`src/rtl/gpr_dump_if.sv`:
```
// gpr_dump_if: control, register-file read port and valid/ready output stream of gpr_dump.
interface gpr_dump_if #(parameter int DATA_W = 16, parameter int ADDR_W = 4);
  logic              start;
  logic              busy;
  logic [ADDR_W-1:0] rd_addr;
  logic [DATA_W-1:0] rd_data;
  logic              out_valid;
  logic              out_ready;
  logic [DATA_W-1:0] out_data;
  logic [ADDR_W-1:0] out_index;
  logic              out_last;
  logic              done;
  modport master (input start, rd_data, out_ready,
                  output busy, rd_addr, out_valid, out_data, out_index, out_last, done);
  modport slave  (output start, rd_data, out_ready,
                  input busy, rd_addr, out_valid, out_data, out_index, out_last, done);
endinterface

```
`src/rtl/gpr_dump.sv`:
```
// gpr_dump: walks register addresses 0..NUM_REGS-1 and streams each word over valid/ready.
// Defining GPR_DUMP_CHECKSUM_EN appends a sum-of-words word with index NUM_REGS.
module gpr_dump #(
  parameter int NUM_REGS = 8,
  parameter int DATA_W   = 16,
  parameter int ADDR_W   = 4
) (
  input logic        clk,
  input logic        reset,
  gpr_dump_if.master bus
);
`ifdef GPR_DUMP_CHECKSUM_EN
  typedef enum logic [2:0] {IDLE, READ, SEND, CKSUM, DONE} state_t;
`else
  typedef enum logic [1:0] {IDLE, READ, SEND, DONE} state_t;
`endif
  localparam logic [ADDR_W-1:0] LAST = ADDR_W'(NUM_REGS - 1);
  state_t            state_q, state_d;
  logic [ADDR_W-1:0] idx_q, idx_d;
  logic [ADDR_W-1:0] out_index_q, out_index_d;
  logic [DATA_W-1:0] out_data_q, out_data_d;
  logic              out_valid_q, out_valid_d;
  logic              out_last_q, out_last_d;
  logic              hs;
`ifdef GPR_DUMP_CHECKSUM_EN
  logic [DATA_W-1:0] sum_q, sum_d;
`endif
  assign hs = out_valid_q && bus.out_ready;
  always_comb begin
    state_d     = state_q;
    idx_d       = idx_q;
    out_index_d = out_index_q;
    out_data_d  = out_data_q;
    out_valid_d = out_valid_q;
    out_last_d  = out_last_q;
`ifdef GPR_DUMP_CHECKSUM_EN
    sum_d       = sum_q;
`endif
    unique case (state_q)
      IDLE: if (bus.start) begin
        state_d = READ;
        idx_d   = '0;
`ifdef GPR_DUMP_CHECKSUM_EN
        sum_d   = '0;
`endif
      end
      READ: begin
        state_d     = SEND;
        out_valid_d = 1'b1;
        out_data_d  = bus.rd_data;
        out_index_d = idx_q;
`ifdef GPR_DUMP_CHECKSUM_EN
        out_last_d  = 1'b0;
        sum_d       = sum_q + bus.rd_data;
`else
        out_last_d  = idx_q == LAST;
`endif
      end
      SEND: if (hs) begin
        out_valid_d = 1'b0;
        out_last_d  = 1'b0;
        idx_d       = idx_q + 1'b1;
        state_d     = READ;
        if (idx_q == LAST) begin
          idx_d = '0;
`ifdef GPR_DUMP_CHECKSUM_EN
          // checksum word is presented straight from the accumulator, no READ cycle
          state_d     = CKSUM;
          out_valid_d = 1'b1;
          out_data_d  = sum_q;
          out_index_d = ADDR_W'(NUM_REGS);
          out_last_d  = 1'b1;
`else
          state_d = DONE;
`endif
        end
      end
`ifdef GPR_DUMP_CHECKSUM_EN
      CKSUM: if (hs) begin
        out_valid_d = 1'b0;
        out_last_d  = 1'b0;
        state_d     = DONE;
      end
`endif
      DONE: state_d = IDLE;
      default: state_d = IDLE;
    endcase
  end
  always_ff @(posedge clk) begin
    if (reset) begin
      state_q     <= IDLE;
      idx_q       <= '0;
      out_index_q <= '0;
      out_data_q  <= '0;
      out_valid_q <= 1'b0;
      out_last_q  <= 1'b0;
`ifdef GPR_DUMP_CHECKSUM_EN
      sum_q       <= '0;
`endif
    end else begin
      state_q     <= state_d;
      idx_q       <= idx_d;
      out_index_q <= out_index_d;
      out_data_q  <= out_data_d;
      out_valid_q <= out_valid_d;
      out_last_q  <= out_last_d;
`ifdef GPR_DUMP_CHECKSUM_EN
      sum_q       <= sum_d;
`endif
    end
  end
  assign bus.busy      = state_q != IDLE;
  assign bus.rd_addr   = idx_q;
  assign bus.out_valid = out_valid_q;
  assign bus.out_data  = out_data_q;
  assign bus.out_index = out_index_q;
  assign bus.out_last  = out_last_q;
  assign bus.done      = state_q == DONE;
endmodule

```
`src/flat_wrapper.sv`:
```
// flat-port wrapper written by rule: the top's interface ports become plain ports
module gpr_dump_flat 
#(
  parameter int NUM_REGS = 8,
  parameter int DATA_W   = 16,
  parameter int ADDR_W   = 4
)
  (clk, reset, bus_start, bus_rd_data, bus_out_ready, bus_busy, bus_rd_addr, bus_out_valid, bus_out_data, bus_out_index, bus_out_last, bus_done);
  gpr_dump_if #(.DATA_W(DATA_W), .ADDR_W(ADDR_W)) bus_i ();
  input logic clk;
  input logic reset;
  input wire logic [$bits(bus_i.start)-1:0] bus_start;
  input wire logic [$bits(bus_i.rd_data)-1:0] bus_rd_data;
  input wire logic [$bits(bus_i.out_ready)-1:0] bus_out_ready;
  output wire logic [$bits(bus_i.busy)-1:0] bus_busy;
  output wire logic [$bits(bus_i.rd_addr)-1:0] bus_rd_addr;
  output wire logic [$bits(bus_i.out_valid)-1:0] bus_out_valid;
  output wire logic [$bits(bus_i.out_data)-1:0] bus_out_data;
  output wire logic [$bits(bus_i.out_index)-1:0] bus_out_index;
  output wire logic [$bits(bus_i.out_last)-1:0] bus_out_last;
  output wire logic [$bits(bus_i.done)-1:0] bus_done;
  assign bus_i.start = bus_start;
  assign bus_i.rd_data = bus_rd_data;
  assign bus_i.out_ready = bus_out_ready;
  assign bus_busy = bus_i.busy;
  assign bus_rd_addr = bus_i.rd_addr;
  assign bus_out_valid = bus_i.out_valid;
  assign bus_out_data = bus_i.out_data;
  assign bus_out_index = bus_i.out_index;
  assign bus_out_last = bus_i.out_last;
  assign bus_done = bus_i.done;
  gpr_dump #(.NUM_REGS(NUM_REGS), .DATA_W(DATA_W), .ADDR_W(ADDR_W)) u_core (.clk(clk), .reset(reset), .bus(bus_i));
endmodule
```
`config.mk`:
```
export PLATFORM = sky130hd
export DESIGN_NAME = gpr_dump_flat
export DESIGN_NICKNAME = d
export VERILOG_FILES = /design/src/rtl/gpr_dump_if.sv /design/src/rtl/gpr_dump.sv /design/src/flat_wrapper.sv
export SDC_FILE = /design/constraint.sdc
export NUM_CORES = 1
export LEC_CHECK = 0
export CORE_ASPECT_RATIO = 1.5
export CORE_MARGIN = 2
export CORE_UTILIZATION = 40
export DETAILED_ROUTE_END_ITERATION = 12
export PLACE_DENSITY = 0.77
export SLEW_MARGIN = 30
export SYNTH_ARGS = -nofsm -noshare
export SYNTH_HDL_FRONTEND = slang
export SYNTH_SLANG_ARGS = --single-unit
```
`constraint.sdc`:
```
create_clock -name clk -period 1.5 [get_ports clk]
set_input_delay 0.225 -clock clk [delete_from_list [all_inputs] [get_ports clk]]
set_output_delay 0.225 -clock clk [all_outputs]
set_load 0.01 [all_outputs]
```
==> results_dict.tcl, run 1 <==
# yosys + openroad results
set metrics [dict create \
    status "completed" \
    drc_errors 0 \
    fp_nets 157 \
    top_area_cell "dfxtp_1" \
    reg2reg_to "u_core.bus.rd_addr[0]" \
    reg2reg_slack_ps 80 \
    min_period_ps 1434 \
    seq_share_pct 32.61 \
    clk_pin_slew_worst_paths_ps 90 \
    largest_class "non-clock buffers" \
    ys_types 26 \
    p_sw_mw 0.3586 \
    taps 37 \
    yosys_area_um2 1091 \
    ios 48 \
    synth_top_cell_by_count "nand2_1" \
    fp-utilization_pct 41.21 \
    signal_buffers 60 \
    edf_count 0 \
    final-clk-cell-share_pct 3.161 \
    gr-usage-met2_pct 37.67 \
    fin_util_pct 65.78 \
    topCellsByArea "dfxtp_1 (51%), nand2_1 (15%), a21oi_1 (12%)" \
    yosys_warnings 0 \
    cts_tree "done" \
    layout_top_cell "nand2_1" \
    cp_max_fo 6 \
    grt-ovfl-total 0 \
    hold_path_depth 2 \
    grtUsageMet3_pct 3.166 \
    tool_warnings 26 \
    final.fill_count 240 \
    drt-total-wl_mm 2.707 \
    largest_register_ffs 16 \
    cts_resized 7 \
    synthFlopType "dfxtp_1" \
    common_cells "nand2_1 (44), dfxtp_1 (28), a21oi_1 (27)" \
    synth_area_um2 1091 \
    dp_cells 224 \
    maxCapViolCount 0 \
    layout.nonclk_buf_share_pct 33.19 \
    rows 23 \
    rsz0062_at_grt "no" \
    postSynthAreaPerCell_um2 8.022 \
    required_ps 1270 \
    n_all_inverters 1 \
    logic_gate_count 98 \
    m1WireLength_mm 1.050 \
    clockRootBuffer "clkbuf_8" \
    hold_viol 0 \
    firstDrtPassIters 4 \
    powerDensity_nw_per_um2 869.5 \
    final.setup.worst_slack_ps 65.53 \
    intPower_mw 1.156 \
    antenna_cells 0 \
    cts.sinks 28 \
    portBuffers 47 \
    async_flop_share_pct 0 \
    area_growth_pct 59.63 \
    relSlewSlack_pct 83.81 \
    crit_type "reg2out" \
    hold_buffers 0 \
    wl_met2_mm 1.477 \
    ant_nets 0 \
    drive_gt1_share_pct 13.09 \
    reg2regPathDepth 4 \
    grtUsageTotal_pct 19.43 \
]
run 1: worst max-delay path, stage by stage, from the launching register on:
cell,delay (ps)
dfxtp_4,370
or2_2,280
dlygate4sd2_1,280
run 1: cell families (layout without fill, tap and decap cells):
group / Yosys count / after routing / synth area share, %
adder cells (fa/ha/maj): 1 / 1 / 1.147
flip-flops: 28 / 28 / 51.38
AND-OR/OR-AND: 31 / 31 / 14.79
AND/OR/NAND/NOR: 66 / 66 / 29.01
buffers and inverters: 10 / 65 / 3.669
run 1: power by group through the flow:
stage / combinational, mW / clock [mW] / sequential, mW
floorplan: 0.0941 / 0 / 0.822
global placement: 0.256 / 0 / 0.811
detailed placement: 0.261 / 0 / 0.812
CTS: 0.260 / 0.467 / 0.795
global route: 0.285 / 0.495 / 0.798
finish: 0.257 / 0.463 / 0.794
==> run_1/power_grid.png <==
The bar under the picture is 10 um long. Pins as bars on the die edge. Tap cells in grey.
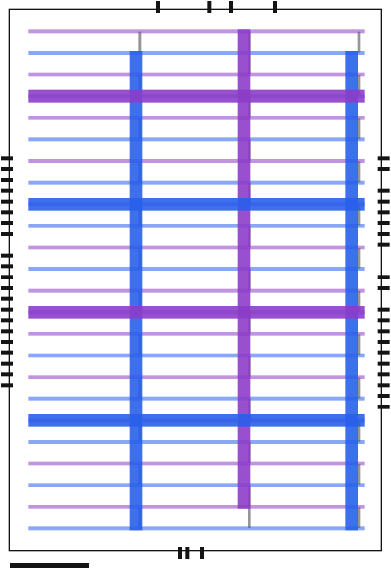
- VSS: blue
- VDD: purple
- met4 straps: 3
- met1 rails: 24
- tap cells: 37
Die Span X: 46.64 um
Core ar.: 2648 um2
Worst VDD drop: 0.6176 mV

==> run_1/placement_by_type.png <==
The bar under the picture is 10 um long.
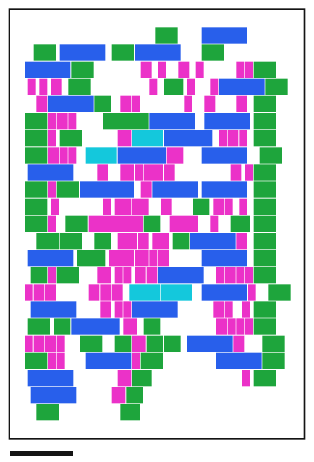
- clock drivers and dummy loads: cyan (cells 4; share of their area 3.2%)
- combinational and other logic: magenta (cells 99; share of their area 29%)
- other buffers and delay cells: green (cells 60; share of their area 34%)
- flops: blue (cells 28; share of their area 34%)

==> run_1/clk_routes.png <==
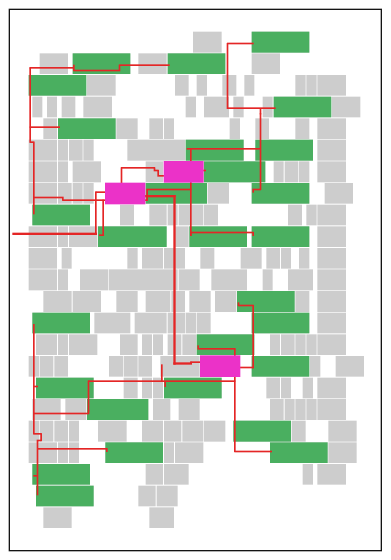
- clock drivers: magenta (count 3)
- clock wires: red (length 285 um)
- flip-flops: green (count 28)
- routed clock nets: 4
final clock skew: 5.702 ps
clk_lat worst skew: 280 ps
clock network power share: 30.6%
clk pwr: 0.463 mW

==> run_1/congestion.png <==
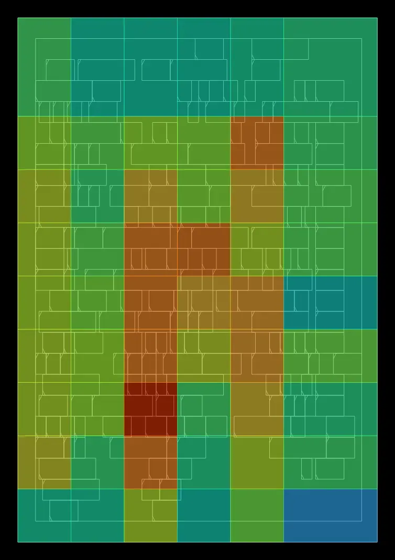

--- run 2 (diff from run 1) ---
--- a/config.mk
+++ b/config.mk
@@ -5,7 +5,7 @@
 export SDC_FILE = /design/constraint.sdc
 export NUM_CORES = 1
 export LEC_CHECK = 0
-export CORE_ASPECT_RATIO = 1.5
+export CORE_ASPECT_RATIO = 1.1
 export CORE_MARGIN = 2
 export CORE_UTILIZATION = 40
 export DETAILED_ROUTE_END_ITERATION = 12
==> run_2/congestion.png <==
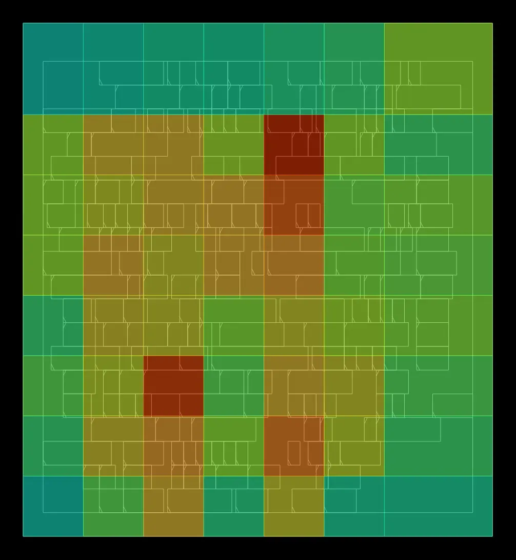
met1 Usage GRT: 24.04%
routed len/inst: 12.93 um
grt met2 use: 36.93%

==> run_2/clk_routes.png <==
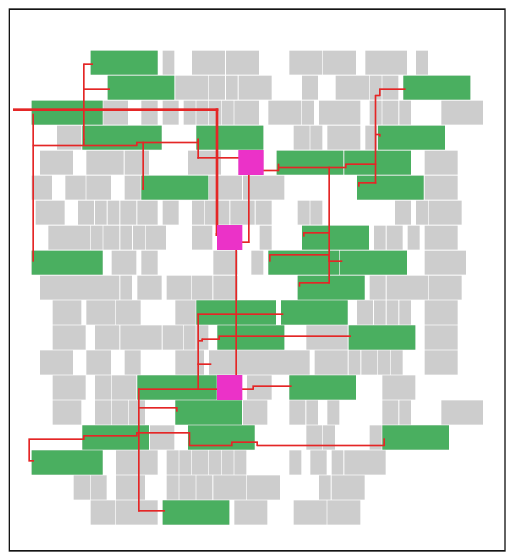
- clock drivers: magenta (count 3)
- clock wires: red (length 300 um)
- flip-flops: green (count 28)
- routed clock nets: 4
clock network power share: 31.7%
clk_lat worst skew: 320 ps
final clock skew: 3.141 ps
clk pwr: 0.488 mW

==> run_2/power_grid.png <==
The bar under the picture is 20 um long. Pins as bars on the die edge. Tap cells in grey.
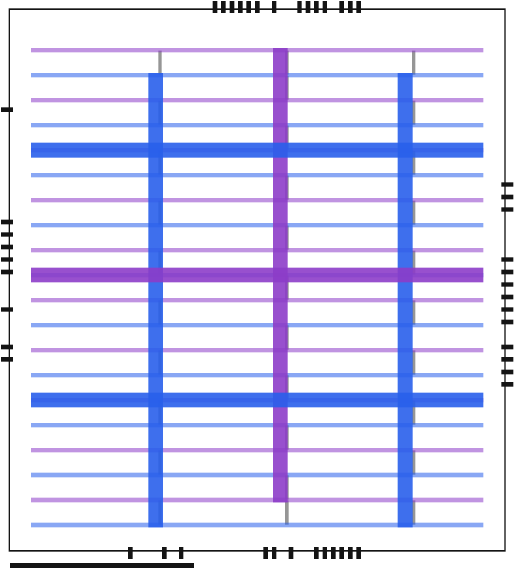
Die H: 58.78 um
Core ar.: 2544 um2
Die Span X: 53.80 um
Worst VDD drop: 0.6547 mV

==> results_dict.tcl, run 2 <==
# yosys + openroad results
set metrics [dict create \
    status "completed" \
    rsz0062_at_grt "no" \
    common_cells "nand2_1 (44), dfxtp_1 (28), a21oi_1 (27)" \
    yosys_warnings 0 \
    antenna_found_initial 0 \
    lay_top_cells "nand2_1 (44), clkdlybuf4s50_1 (30), a21oi_1 (27), dfxtp_1 (21), buf_4 (16)" \
    topCellsByArea "dfxtp_1 (51%), nand2_1 (15%), a21oi_1 (12%)" \
    maxUsedRoutingLayer "met4" \
    grt_pass1_wl_mm 4.761 \
    edf_count 0 \
    ys_types 26 \
    slowest_delay_ps 550 \
    final.fill_count 208 \
    fp_nets 157 \
    hold_viol 0 \
    ys_cells 136 \
    drt_iter0_markers 11 \
    die_area_um2 3162 \
    top_area_cell "dfxtp_1" \
    worstHoldStart "bus_rd_data[0]" \
    grt_max_degree 17 \
    fmax_mhz 686.5 \
    wl_met2_mm 1.576 \
    critPathSlowestCell "clkdlybuf4s50_1" \
    drc_errors 0 \
    grt_pass1_vias 1095 \
    htreeDepth 1 \
    power_leakage_nw 0.8915 \
    pg_seq_mw 0.790 \
    wl_met3_um 134 \
    cp_max_fo 2 \
    fin_util_pct 69.90 \
    cp.depth 1 \
    maxCapViolCount 0 \
    clockRootBuffer "clkbuf_4" \
    ant_nets 0 \
    via_count 1117 \
    globalplace.congestion 0.7446 \
    ys_sh_simple_pct 29.01 \
    synth_seq_share_pct 51.38 \
    p_sw_mw 0.3533 \
    min_period_ps 1457 \
    intPower_mw 1.189 \
    clk_pin_slew_worst_paths_ps 150 \
    fin_nets 216 \
    cts.sinks 28 \
    path_buffers 1 \
    grt-ovfl-total 0 \
    worst_pin_slew_ps 386.5 \
    dp_cells 219 \
    portBuffers 47 \
    p_sw_share_pct 22.91 \
    crit_family "buffers and inverters" \
    drive_gt1_share_pct 15.98 \
    post-route-period-util_pct 97.11 \
    dpl_cell_area_um2 1669 \
    dp_hpwl_mm 2.252 \
    topCombFamilyByArea "simple AND/OR/NAND/NOR gates" \
    area_growth_pct 62.96 \
    crit_path_end "bus_out_data[5]" \
    yosys_area_um2 1091 \
    reg2reg_slack_ps 60 \
    synth_area_um2 1091 \
    largest_register_ffs 16 \
    timing.hold.ws_ps 429.8 \
    slew_viol_final 0 \
    firstDrtPassIters 4 \
    grtUsageTotal_pct 20.32 \
    rr_startpoint "u_core.bus.rd_addr[0]" \
    design_area_um2 1778 \
    p_comb_share_pct 17.1 \
    worstSetupEndpointType "output pin" \
    p_comb_mw 0.264 \
    synth.ff_latch_count 28 \
    synthFlopType "dfxtp_1" \
    maxPowerGroup "registers" \
    ios 48 \
    finalSetupViolCount 0 \
    finalSetupTns_ps 0 \
    drt-total-wl_mm 2.909 \
    finalNonFillerCells 225 \
    relSlewSlack_pct 74.15 \
    reg2regPathDepth 4 \
    antenna_cells 0 \
    postSynthCellCount 136 \
    startpoint_type "register" \
    synth.cellmix.xorXnorShare_pct 0 \
    cp_cell_sequence "clkdlybuf4s50_1" \
    startpoint "u_core.bus.out_data[5]" \
    m1WireLength_mm 1.184 \
    crit_type "reg2out" \
    grtUsageMet3_pct 2.538 \
    adder_share_pct 1.147 \
    cts_tree "done" \
    async_flop_share_pct 0 \
    reg2reg_to "u_core.bus.rd_addr[0]" \
    hold_end "u_core.bus.out_data[0]" \
    detail_route.vias_per_cell 4.964 \
    ys_sh_mux_pct 0 \
    place_ws_ps -82.98 \
    seq_power_share_pct 51.2 \
    tool_warnings 26 \
    rows 19 \
    top_cell_area_share_pct 51.38 \
    grt.busiest_layer "met2" \
    cts_buffers 3 \
    synthAoiAreaFrac_pct 14.79 \
    finalPower_mw 1.542 \
    final.setup.worst_slack_ps 43.39 \
    arrival_ps 1230 \
    postSynthAreaPerCell_um2 8.022 \
    holdCritPathClass "in2reg" \
    required_ps 1270 \
    clockBufferDepth 2 \
    layout_top_cell "nand2_1" \
    hold_path_depth 3 \
    synth_top_cell_by_count "nand2_1" \
    fp-utilization_pct 42.89 \
    powerDensity_nw_per_um2 867.4 \
]
run 2: kinds of logic (layout without fill, tap and decap cells):
kind of cell / count (synthesis) / after routing
fa+ha+maj: 1 / 1
flops: 28 / 28
buf+inv: 10 / 68
simple gates: 66 / 66
compound gates: 31 / 31
run 2: what timing repair did:
action / CTS / global route
buffers inserted: 2 / 0
hold buffers: 0 / 0
endpoints found under the hold margin: 0 / 0
resized: 13 / 15
setup endpoints to repair: 7 / 14
run 2: final cells by class:
class / instances / area, um2 / area share, %
clock buffers: 3 / 22.52 / 1.267
clock inverters: 1 / 30.03 / 1.689
inverters: 1 / 3.754 / 0.2111
multi-input cells: 98 / 490.5 / 27.59
flip-flops and latches: 28 / 576.8 / 32.44
well taps: 31 / 38.79 / 2.182
repair buffers: 63 / 615.6 / 34.62
--- run 3 (diff from run 2) ---
--- a/config.mk
+++ b/config.mk
@@ -9,6 +9,7 @@
 export CORE_MARGIN = 2
 export CORE_UTILIZATION = 40
 export DETAILED_ROUTE_END_ITERATION = 12
+export GPL_ROUTABILITY_DRIVEN = 0
 export PLACE_DENSITY = 0.77
 export SLEW_MARGIN = 30
 export SYNTH_ARGS = -nofsm -noshare
==> run_3/wires.png <==
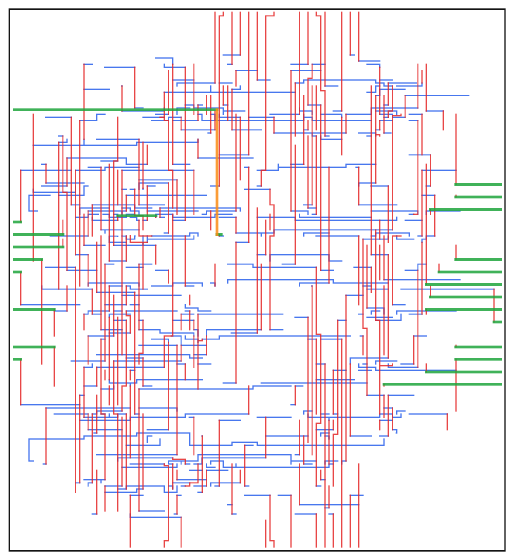
- metal 3: green (wire length 135 um)
- metal 2: red (wire length 1580 um)
- metal 1: blue (wire length 1190 um)
- metal 4: orange (wire length 13.6 um)

==> run_3/congestion.png <==
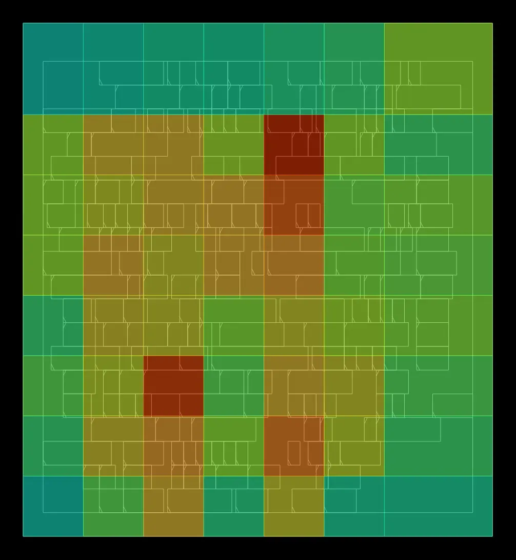
GRT busiest layer: met2
post-layout util: 69.90%

==> run_3/clk_routes.png <==
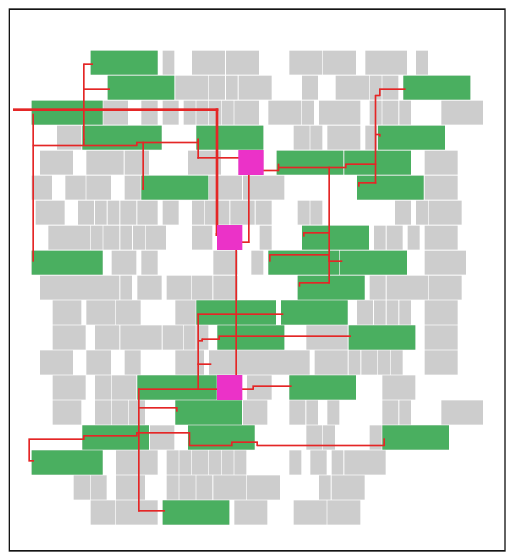
- flip-flops: green (count 28)
- clock wires: red (length 300 um)
- clock drivers: magenta (count 3)
- routed clock nets: 4

==> results_dict.tcl, run 3 <==
# yosys + openroad results
set metrics [dict create \
    die_w_um 53.80 \
    ys_sh_simple_pct 29.01 \
    synth.ff_latch_count 28 \
    p_sw_share_pct 22.91 \
    power_frac_clock_pct 31.7 \
    dpl_cell_area_um2 1669 \
    clockRootBuffer "clkbuf_4" \
    p_sw_mw 0.3533 \
    dieHeight_um 58.78 \
    grt-ovfl-total 0 \
    hold_path_depth 3 \
    postSynthCellCount 136 \
    clockBufferDepth 2 \
    startpoint "u_core.bus.out_data[5]" \
    layout_top_cell "nand2_1" \
    p_clk_mw 0.488 \
    ys_types 26 \
    hold_viol 0 \
    reg2reg_to "u_core.bus.rd_addr[0]" \
    crit_family "buffers and inverters" \
    edf_count 0 \
    powerDensity_nw_per_um2 867.4 \
    lay_top_cells "nand2_1 (44), clkdlybuf4s50_1 (30), a21oi_1 (27), dfxtp_1 (21), buf_4 (16)" \
    dp_hpwl_mm 2.252 \
    fin_worst_skew_ps 3.141 \
    ios 48 \
    synthAoiAreaFrac_pct 14.79 \
    synthFlopType "dfxtp_1" \
    postSynthAreaPerCell_um2 8.022 \
    pg_seq_mw 0.790 \
    via_count 1117 \
    grt_pass1_wl_mm 4.761 \
    clk_pin_slew_worst_paths_ps 150 \
    arrival_ps 1230 \
    yosys_warnings 0 \
    status "completed" \
    tool_warnings 26 \
    cts.sinks 28 \
    finalSetupTns_ps 0 \
    insertion_delay_ps 320 \
    drive_gt1_share_pct 15.98 \
    required_ps 1270 \
    drt-total-wl_mm 2.909 \
    reg2regPathDepth 4 \
    worst_pin_slew_ps 386.5 \
    finalPower_mw 1.542 \
    rr_startpoint "u_core.bus.rd_addr[0]" \
    power_leakage_nw 0.8915 \
    design_area_um2 1778 \
    cp_cell_sequence "clkdlybuf4s50_1" \
    grtUsageTotal_pct 20.32 \
    slowest_delay_ps 550 \
    adder_share_pct 1.147 \
    htreeDepth 1 \
    p_comb_share_pct 17.1 \
    avgRoutedWirePerCell_um 12.93 \
    drc_errors 0 \
    dp_cells 219 \
    ys_cells 136 \
    fmax_mhz 686.5 \
    irDropWorstVdd_mv 0.6547 \
    synth_seq_share_pct 51.38 \
    crit_type "reg2out" \
    post-route-period-util_pct 97.11 \
    startpoint_type "register" \
    reg2reg_slack_ps 60 \
    relSlewSlack_pct 74.15 \
    min_period_ps 1457 \
    final.setup.worst_slack_ps 43.39 \
    fin_nets 216 \
    antenna_found_initial 0 \
    drt_iter0_markers 11 \
    worstHoldStart "bus_rd_data[0]" \
    portBuffers 47 \
    topCombFamilyByArea "simple AND/OR/NAND/NOR gates" \
    cts_tree "done" \
    common_cells "nand2_1 (44), dfxtp_1 (28), a21oi_1 (27)" \
    coreArea_um2 2544 \
    cp.depth 1 \
    grt_max_degree 17 \
    fp-utilization_pct 42.89 \
    holdCritPathClass "in2reg" \
    grt_pass1_vias 1095 \
    detail_route.vias_per_cell 4.964 \
    die_area_um2 3162 \
    path_buffers 1 \
    hold_end "u_core.bus.out_data[0]" \
    finalNonFillerCells 225 \
    rsz0062_at_grt "no" \
    timing.hold.ws_ps 429.8 \
    cts_buffers 3 \
    firstDrtPassIters 4 \
    place_ws_ps -82.98 \
]
-- run 3: cell counts after synthesis --
Identical to the previous run, type by type.
-- run 3: per-layer routing --
layer  global-route usage, %  part of all wire [%]  vias up  routed length, um
met5                       0                     0        -                  0
met4                   6.593                  0.45        0                 13
met3                   2.538                   4.6        2                134
met2                   36.93                    54       24               1576
met1                   24.04                    41      518               1184
li1                        -                     -      573                  -
-- run 3: final cells by class --
cell class / instances / area [um2]
inverters: 1 / 3.754
repair buffers: 63 / 615.6
flip-flops and latches: 28 / 576.8
fillers: 208 / 765.7
multi-input cells: 98 / 490.5
clock buffers: 3 / 22.52
well taps: 31 / 38.79
clock inverters: 1 / 30.03
-- run 3: timing repair --
action,CTS,global route
endpoints found under the hold margin,0,0
resized,13,15
hold buffers,0,0
endpoints found under the setup margin,7,14
buffers inserted,2,0
Power is estimated from default activity; no workload was simulated.
